===== src/rtl/softmax_argmax_decoder.sv =====
// Serial argmax over a packed vector of N IEEE-754 singles, one element per cycle.
// Reports winning index, raw probability, low-confidence and all-NaN flags with valid/ready.
module softmax_argmax_decoder #(
    parameter int          N      = 4,
    parameter int          IDXW   = $clog2(N),
    parameter logic [31:0] THRESH = 32'h3F000000
) (
    input  logic            clk,
    input  logic            rst_n,
    input  logic            in_valid,
    output logic            in_ready,
    input  logic [N*32-1:0] in_vec,
    output logic            out_valid,
    input  logic            out_ready,
    output logic [IDXW-1:0] out_idx,
    output logic [31:0]     out_prob,
    output logic            out_low_conf,
    output logic            out_all_nan
);
    // Handshake: a transfer happens on a rising edge where valid and ready are both 1;
    // out_valid holds with stable outputs until that edge, and in_ready is high only in IDLE.

    // Monotone unsigned key for float ordering; -0 folds onto +0.
    function automatic logic [31:0] order_key(input logic [31:0] x);
        logic [31:0] v;
        v = (x == 32'h80000000) ? 32'h0 : x;
        return v[31] ? ~v : (v | 32'h80000000);
    endfunction

    localparam logic [31:0]     THRESH_KEY = order_key(THRESH);
    localparam logic [IDXW-1:0] LAST       = IDXW'(N - 1);

    typedef enum logic [1:0] {IDLE, SCAN, DONE} state_t;
    state_t state;

    logic [N*32-1:0] vec_q;
    logic [IDXW-1:0] cnt;
    logic            best_valid;
    logic [31:0]     best_key;
    logic [IDXW-1:0] best_idx;
    logic [31:0]     best_prob;

    logic [31:0]     elem;
    logic [31:0]     elem_key;
    logic            elem_nan;
    logic            take;
    logic            cand_valid;
    logic [31:0]     cand_key;
    logic [IDXW-1:0] cand_idx;
    logic [31:0]     cand_prob;

    assign in_ready = rst_n && (state == IDLE);

    // Strictly-greater replacement keeps the lowest index on ties; NaN never enters.
    always_comb begin
        elem       = vec_q[N*32-1 -: 32];
        elem_key   = order_key(elem);
        elem_nan   = (elem[30:23] == 8'hFF) && (elem[22:0] != 23'd0);
        take       = !elem_nan && (!best_valid || (elem_key > best_key));
        cand_valid = best_valid | take;
        cand_key   = take ? elem_key : best_key;
        cand_idx   = take ? cnt : best_idx;
        cand_prob  = take ? elem : best_prob;
    end

    always_ff @(posedge clk or negedge rst_n) begin
        if (!rst_n) begin
            state        <= IDLE;
            vec_q        <= '0;
            cnt          <= '0;
            best_valid   <= 1'b0;
            best_key     <= '0;
            best_idx     <= '0;
            best_prob    <= '0;
            out_valid    <= 1'b0;
            out_idx      <= '0;
            out_prob     <= '0;
            out_low_conf <= 1'b0;
            out_all_nan  <= 1'b0;
        end else begin
            case (state)
                IDLE: begin
                    if (in_valid) begin
                        vec_q      <= in_vec;
                        cnt        <= '0;
                        best_valid <= 1'b0;
                        state      <= SCAN;
                    end
                end
                SCAN: begin
                    vec_q      <= vec_q << 32;
                    cnt        <= cnt + IDXW'(1);
                    best_valid <= cand_valid;
                    best_key   <= cand_key;
                    best_idx   <= cand_idx;
                    best_prob  <= cand_prob;
                    if (cnt == LAST) begin
                        state     <= DONE;
                        out_valid <= 1'b1;
                        if (cand_valid) begin
                            out_idx      <= cand_idx;
                            out_prob     <= cand_prob;
                            out_low_conf <= cand_key < THRESH_KEY;
                            out_all_nan  <= 1'b0;
                        end else begin
                            out_idx      <= '0;
                            out_prob     <= 32'h7FC00000;
                            out_low_conf <= 1'b1;
                            out_all_nan  <= 1'b1;
                        end
                    end
                end
                DONE: begin
                    if (out_ready) begin
                        out_valid <= 1'b0;
                        state     <= IDLE;
                    end
                end
                default: state <= IDLE;
            endcase
        end
    end
endmodule

===== config.mk =====
export PLATFORM = sky130hd
export DESIGN_NAME = softmax_argmax_decoder
export DESIGN_NICKNAME = d
export VERILOG_FILES = /design/src/rtl/softmax_argmax_decoder.sv
export SDC_FILE = /design/constraint.sdc
export NUM_CORES = 1
export LEC_CHECK = 0
export ABC_CLOCK_PERIOD_IN_PS = 4700
export CAP_MARGIN = 20
export CELL_PAD_IN_SITES_DETAIL_PLACEMENT = 1
export CELL_PAD_IN_SITES_GLOBAL_PLACEMENT = 1
export CORE_MARGIN = 2
export CORE_UTILIZATION = 43
export CTS_CLUSTER_DIAMETER = 150
export DETAILED_ROUTE_END_ITERATION = 6
export PLACE_DENSITY = 0.88
export SLEW_MARGIN = 10
export SYNTH_ARGS = -nofsm -noshare
export SYNTH_HDL_FRONTEND = slang
export SYNTH_SLANG_ARGS = --single-unit

===== constraint.sdc =====
create_clock -name clk -period 4.7 [get_ports clk]
set_input_delay 1.41 -clock clk [delete_from_list [all_inputs] [get_ports clk]]
set_output_delay 1.41 -clock clk [all_outputs]
set_load 0.01 [all_outputs]

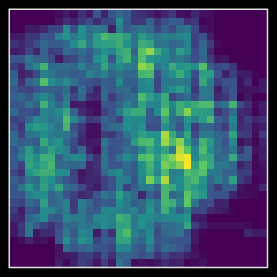
Run 1: signal metal coverage by tile
Scale: 1.5 px per µm. The die is cut into 34 by 34 equal tiles; dark purple is low, yellow is high, scaled to the fullest tile. Values are wire area over tile area, all layers added.
fullest tile	0.70
emptiest ninth of the die	lower right
tiles over half the peak	15%
mean over tiles	0.21

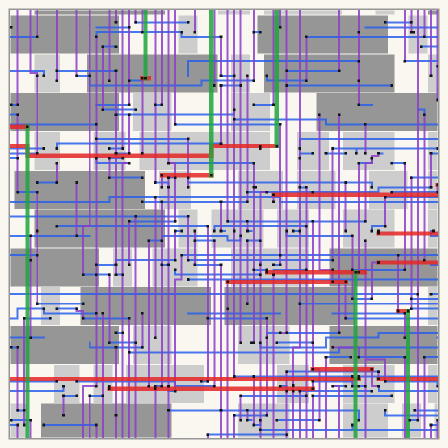
Run 1: layout detail
Window x 71 to 101, y 71 to 101 µm. Cells in gray, sequential cells in the stronger gray; small squares are vias.
color	layer
green	metal 4
red	metal 3
blue	metal 1
purple	metal 2
netlist names of flops here include	vec_q (6), best_prob (4), out_prob (3)
most frequent	dfrtp_1 (15), nand2_1 (6)
sequential cells in the window	15
cells with their middle in the window	50

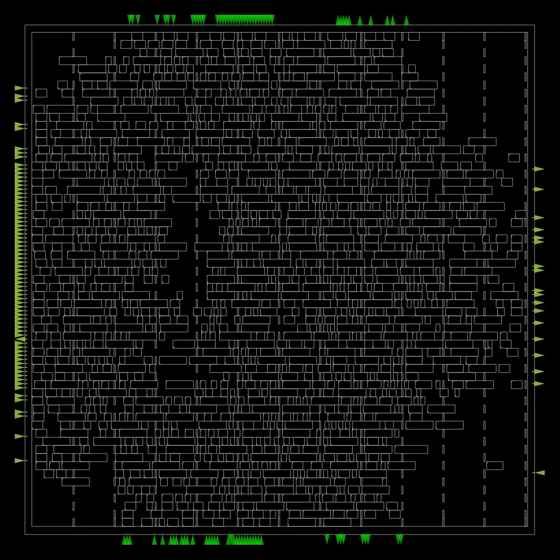
Run 1: placement view
Seq area share: 0.394
Final Util: 0.544
flop count: 236
placeable core area: 0.0276 mm²

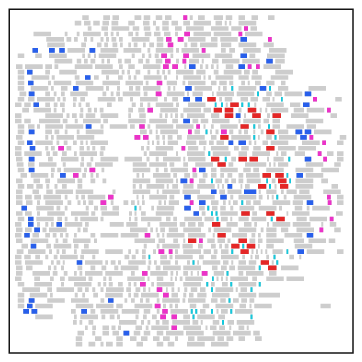
Run 1: gate-type map
Scale: 2 px per µm.
color	family	cells	most used
blue	AND-OR and OR-AND gates	65	a22o_1
red	adder and majority cells	33	ha_1
magenta	AND and OR gates	59	and3b_1
cyan	inverters	52	inv_1
Commonest Layout Cell: dfrtp_1
fraction of standard cell area in multi-input logic: 0.366
Non-Filler Instances: 1673

## run 1: where the power goes
| group | leakage, nW | internal, W | switching [W] |
|---|---|---|---|
| Clock | 0.445 | 0.00131 | 0.000870 |
| Combinational | 3.14 | 0.00257 | 0.00290 |
| Sequential | 3.01 | 0.00293 | 0.000780 |
## run 1: flip-flops by register name, indices dropped and copies added (netlist names)
register      cells
state             2
out_idx           2
best_idx          2
out_low_conf      1
best_prob        32
out_prob         32
out_all_nan       1
best_key         32
vec_q           128
cnt               2
out_valid         1
best_valid        1
## run 1: synthesized netlist by cell type, types with 2 or more instances
cell / number / area, µm²
a211oi_1: 3 / 22.5
a21o_1: 3 / 22.5
a21oi_1: 115 / 576
a221o_1: 25 / 250
a221oi_1: 8 / 70.1
a22o_1: 33 / 289
a22oi_1: 64 / 480
and2_1: 26 / 163
and3b_1: 31 / 272
and4_1: 2 / 17.5
buf_1: 11 / 41.3
buf_12: 4 / 80.1
buf_2: 6 / 30.0
buf_4: 3 / 22.5
buf_6: 4 / 45.0
clkbuf_1: 58 / 218
dfrtp_1: 236 / 5910
ha_1: 33 / 413
inv_1: 52 / 195
mux2_2: 27 / 304
mux2_4: 31 / 465
mux2i_1: 9 / 90.1
nand2_1: 46 / 173
nand2b_1: 4 / 25.0
nand3_1: 3 / 15.0
nand4_1: 8 / 50.1
nand4_2: 2 / 25.0
nor2_1: 45 / 169
nor2b_1: 67 / 419
nor3_1: 5 / 25.0
nor4_1: 7 / 43.8
o211ai_1: 3 / 22.5
o21ai_0: 100 / 500
xnor2_1: 30 / 263
## run 1: what timing repair did
| action | 4_1_cts | 5_1_grt |
|---|---|---|
| pin swaps | 1 | 1 |
| gates resized | 0 | 1 |
| buffers inserted | 0 | 3 |
| setup endpoints to repair | 1 | 39 |
==> job_summary.md, run 1 <==
### Yosys + OpenROAD results

| Metric | Value |
|---|---|
| Master cell of the clock root buffer | `clkbuf_16` |
| Total half-perimeter wirelength after legalization and detailed placement | `around 24000 µm` |
| Worst Hold Depth | `1` |
| Met3 Use GR | `0.0379` |
| Post-Synthesis Cell Area | `approximately 0.012 mm²` |
| Number of pins with negative max-slew slack in the final report | `0` |
| Post-synth EDFFs | `0` |
| YS chip area | `0.0120 mm²` |
| Multi-input gate area in the final layout | `0.00551 mm²` |
| Met2 WL post-DR | `18800 µm` |
| Antenna Diode Count | `0` |
| Result of the run | `finished, final reports clean` |
| Count of buffers from port buffering | `169` |
| Register-to-register setup slack | `0.26 ns` |
| Combinational gate count | `around 750` |
| Top non-seq family | `AND-OR/OR-AND gates` |
| Die width | `between 150 and 200 µm` |
| Power density of the placed cells | `around 760 mW/mm²` |
| GP Congestion | `about 0.83` |
| Worst Hold Margin | `between 0.5 and 0.6 ns` |
| Critical setup path kind | `reg2reg` |
| Tool warning count | `30` |
| Aoi/oai-family share of the synthesized area | `0.203` |
| Terminus of the critical flop-to-flop path | `best_prob[27]` |
| Number of storage elements in the synthesis netlist | `between 200 and 250` |
| Initial DRT Pass Iterations | `4` |
| Worst path depth | `14` |
| Reg2Reg Depth | `14` |
| Cell type taking the most area | `sequential cells` |
| Number of DRC violations after detailed-routing iteration 0 | `around 620` |
| Total of fill cells in the finished design | `2980` |
| Die extent in y | `~170 µm` |
| Area share of fa/ha/maj cells after synthesis | `0.0344` |
| Clock latency on the worst-skew pair | `between 0.5 and 0.6 ns` |
| Tapcell Cnt | `between 300 and 400` |
| Overall routing resource usage | `0.262` |
| HP Start | `vec_q[28]` |
| Buffers & Inverters on Critical Path | `3` |
| Number of warnings reported in the yosys synthesis log | `0` |
| Vias in the first global route | `about 11000` |
| Wire length of the first global-routing pass | `roughly 60000 µm` |
| Global Route met2 Usage | `0.447` |
| Worst setup slack after placement | `between 0.15 and 0.2 ns` |
| Synthesized-area fraction occupied by and/or/nand/nor cells | `0.124` |
| Non-clock buffer count in the final layout | `between 200 and 250` |
| Total cells reported by yosys after synthesis | `around 1100` |
| Least-Margin Pin Slew | `between 1 and 1.5 ns` |
| Final hold violation count | `0` |
| Average cell area after synthesis | `10.6 µm²` |
| CTS Hold Bufs | `0` |
| Routed via count divided by cell count | `~5.8` |
| Seq. cell area | `0.00591 mm²` |
| RSZ-0062 raised after global routing | `false` |
| Number of top-level pins | `around 170` |
| Highest-utilization routing layer at the global route stage | `met2` |
| Sink count of the clock tree | `between 200 and 250` |
| Total Wirelength | `37800 µm` |
| CTS tree | `built` |
| Count of nets after finishing | `between 1000 and 1500` |
| CP delay by family, top | `simple AND/OR/NAND/NOR gates` |
| Worst endpoint required time | `around 5.2 ns` |
| Antenna-violating nets left | `0` |
| Net count of the mapped netlist | `~1300` |
| Detail Route met3 WL | `1800 µm` |
| XOR/XNOR share of the synthesized area | `0.0226` |
| Floorplan core density | `0.435` |
| Cell count after synthesis | `around 1100` |
| Capturing instance or port of the critical path | `best_prob[27]` |
| Post-synth ARST share | `1.00` |
| Master of the slowest instance on the critical path | `dfrtp_1` |
| Final routed wire length divided by cell count | `approximately 23 µm` |
| Critical path arrival | `4.89 ns` |
| Critical path launch point type | `flip-flop` |
==> inputs of run 2 (changes only) <==
--- a/config.mk
+++ b/config.mk
@@ -6,7 +6,7 @@
 export NUM_CORES = 1
 export LEC_CHECK = 0
 export ABC_CLOCK_PERIOD_IN_PS = 4700
-export CAP_MARGIN = 20
+export CAP_MARGIN = 0
 export CELL_PAD_IN_SITES_DETAIL_PLACEMENT = 1
 export CELL_PAD_IN_SITES_GLOBAL_PLACEMENT = 1
 export CORE_MARGIN = 2
@@ -14,6 +14,7 @@
 export CTS_CLUSTER_DIAMETER = 150
 export DETAILED_ROUTE_END_ITERATION = 6
 export PLACE_DENSITY = 0.88
+export RECOVER_POWER = 100
 export SLEW_MARGIN = 10
 export SYNTH_ARGS = -nofsm -noshare
 export SYNTH_HDL_FRONTEND = slang
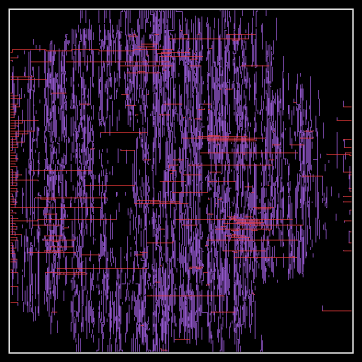
Run 2: signal wires by layer
Scale: 2 px per µm. Only two layers are drawn.
color	layer	wire length
red	metal 3	1930 µm
purple	metal 2	19100 µm

==> run 2 against run 1 <==
- the run now ends with capacitance limit, slew limit left
- cell count about the same
- utilization down 0.56 points
- combinational power down 6.2%
- flip-flop count unchanged
- register-to-register slack about the same
- critical path type unchanged
- die size unchanged
- design area down 1.0%
- area after synthesis unchanged
- first-iteration DRC count up 15%
- global-route usage up 0.28 points
==> job_summary.md, run 2 <==
### Yosys + OpenROAD results

| Metric | Value |
|---|---|
| Result of the run | `finished with violations` |
| Failing checks | `capacitance limit, slew limit` |
| Post-synth EDFFs | `0` |
| Critical setup path kind | `reg2reg` |
| Share of the synthesized area in the top cell type | `0.492` |
| YS chip area | `0.0120 mm²` |
| Number of flip-flops in the largest register | `between 100 and 150` |
| Final routed wire length divided by cell count | `between 20 and 25 µm` |
| Count leader, synth | `dfrtp_1` |
| Placeable core area | `0.0276 mm²` |
| Post-Synthesis Cell Area | `between 0.01 and 0.015 mm²` |
| Register-to-register setup slack | `0.26 ns` |
| Clock latency on the worst-skew pair | `around 0.55 ns` |
| Overall routing resource usage | `0.264` |
| Total cells reported by yosys after synthesis | `1128` |
| Commonest Layout Cell | `dfrtp_1` |
| Endpoint kind of the worst setup timing path | `flip-flop` |
| Worst-path cell chain | `nor4_1 -> nand4_1 -> nor3_2 -> buf_4 -> nor2_1 -> ha_1 -> nand4_2 -> nor4_2 -> a21boi_2 -> o41ai_4 -> a21oi_4 -> buf_2 -> mux2_1` |
| Post-synth ARST share | `1.00` |
| Seq area share | `0.397` |
| Tapcell Cnt | `around 380` |
| Worst setup slack after placement | `-0.0841 ns` |
| Critical path arrival | `4.86 ns` |
| Routed via count divided by cell count | `5.89` |
| Total half-perimeter wirelength after legalization and detailed placement | `roughly 24000 µm` |
| Max-cap violations | `3` |
| GP Congestion | `about 0.83` |
| CTS Hold Bufs | `0` |
| Total of fill cells in the finished design | `3010` |
| Number of pins with negative max-slew slack in the final report | `~170` |
| Most numerous cell types in the synthesized netlist | `dfrtp_1, a21oi_1, o21ai_0` |
| Count of buffers from port buffering | `169` |
| Number of warnings reported in the yosys synthesis log | `0` |
| Synth area leader | `dfrtp_1` |
| Worst Hold Depth | `2` |
| Number of gates given a new drive strength after cts | `0` |
| XOR/XNOR share of the synthesized area | `0.0226` |
| Power density of the placed cells | `~740 mW/mm²` |
| Most flops, register | `vec_q` |
| Worst endpoint required time | `about 5 ns` |
| CTS tree | `built` |
| Minimum setup slack in the final design | `0.256 ns` |
| RSZ-0062 raised after global routing | `false` |
| Synthesized-area fraction occupied by and/or/nand/nor cells | `0.124` |
| Critical path launch point type | `flip-flop` |
| Antenna-violating nets left | `0` |
| Top non-seq family | `AND-OR/OR-AND gates` |
| Die extent in y | `171 µm` |
| Combinational gate count | `around 760` |
| Aoi/oai-family share of the synthesized area | `0.203` |
| Flop count | `236` |
| Wire length of the first global-routing pass | `between 60000 and 70000 µm` |
| Total Wirelength | `roughly 38000 µm` |
| Master of the slowest instance on the critical path | `buf_2` |
| Reg2Reg Depth | `13` |
| Number of DRC violations after detailed-routing iteration 0 | `~700` |
| Non-Filler Instances | `1674` |
| Floorplan core density | `0.435` |
| Seq. cell area | `between 0.005 and 0.006 mm²` |
| Vias in the first global route | `10900` |
| Master cell of the clock root buffer | `clkbuf_16` |
| Tool warning count | `32` |
| Worst Hold Margin | `0.492 ns` |
| Final hold violation count | `0` |
| Cell count after synthesis | `roughly 1100` |
| Least-Margin Pin Slew | `~2.3 ns` |
| Count of nets after finishing | `~1400` |
| Initial DRT Pass Iterations | `5` |
| Non-clock buffer count in the final layout | `about 210` |
| Die width | `about 170 µm` |
| Cell type taking the most area | `sequential cells` |
| Number of top-level pins | `approximately 170` |
| Fraction of standard cell area in multi-input logic | `0.365` |
| Remaining max-slew budget at the tightest pin | `-0.512` |
| Number of storage elements in the synthesis netlist | `236` |
| Pwr Total | `0.0110 W` |
| Sink count of the clock tree | `between 200 and 250` |
| Ranking of synthesized cells by area | `dfrtp_1, a21oi_1, o21ai_0, a22oi_1, mux2_4` |
| Multi-input gate area in the final layout | `~0.0054 mm²` |
run 2: cell families after synthesis:
group,count (synthesis)
buffers and inverters,138
AND/OR/NAND/NOR,252
flip-flops,236
XOR/XNOR,31
adder cells (fa/ha/maj),33
multiplexers,67
AND-OR/OR-AND,371
run 2: per-stage QoR:
step | setup TNS [ns] | instance area, µm² | util
2_1_floorplan | 0 | 12000 | -
3_3_place_gp | 0 | 14100 | 0.510
3_5_place_dp | -0.665 | 14100 | 0.510
4_1_cts | 0 | 15000 | 0.543
5_1_grt | 0 | 14900 | 0.538
6_report | 0 | 14900 | 0.538
run 2: power by group:
group          total (W)  switching, W  leakage (nW)  internal [W]
Clock            0.00218      0.000861         0.453       0.00132
Sequential       0.00370      0.000770          3.01       0.00293
Combinational    0.00513       0.00286          3.10       0.00228
run 2: worst paths after layout:
path / start / to
setup / recovery: vec_q[115] / best_key[21]
hold / removal: out_all_nan / out_all_nan
setup reg to reg: vec_q[115] / best_key[21]
hold reg to reg: out_all_nan / out_all_nan
max in group asynchronous: rst_n / state[1]
min in group asynchronous: rst_n / vec_q[121]
run 2: layer usage:
layer | vias up | global-route usage | part of all wire
met5 | - | 0 | 0
met4 | 0 | 0.101 | 0.033
met3 | 85 | 0.0405 | 0.051
met2 | 333 | 0.444 | 0.50
met1 | 5093 | 0.345 | 0.42
li1 | 4348 | - | -
run 2: worst max-delay path, delay by kind of cell, from the launching register on:
kind	cells	cell delay (ns)
muxes	1	0.40
DFF	1	0.45
buffers and inverters	2	0.82
and+or+nand+nor	6	1.58
adders and majority gates	1	0.39
AOI/OAI and AO/OA	3	0.65
run 2: what timing repair did:
action                                  CTS  global route
setup buffers                             0             2
endpoints found under the setup margin   11            11
gates cloned                              1             0
pin swaps                                 1             1
Power figures rest on the tool's default switching activity, not on a simulated workload.
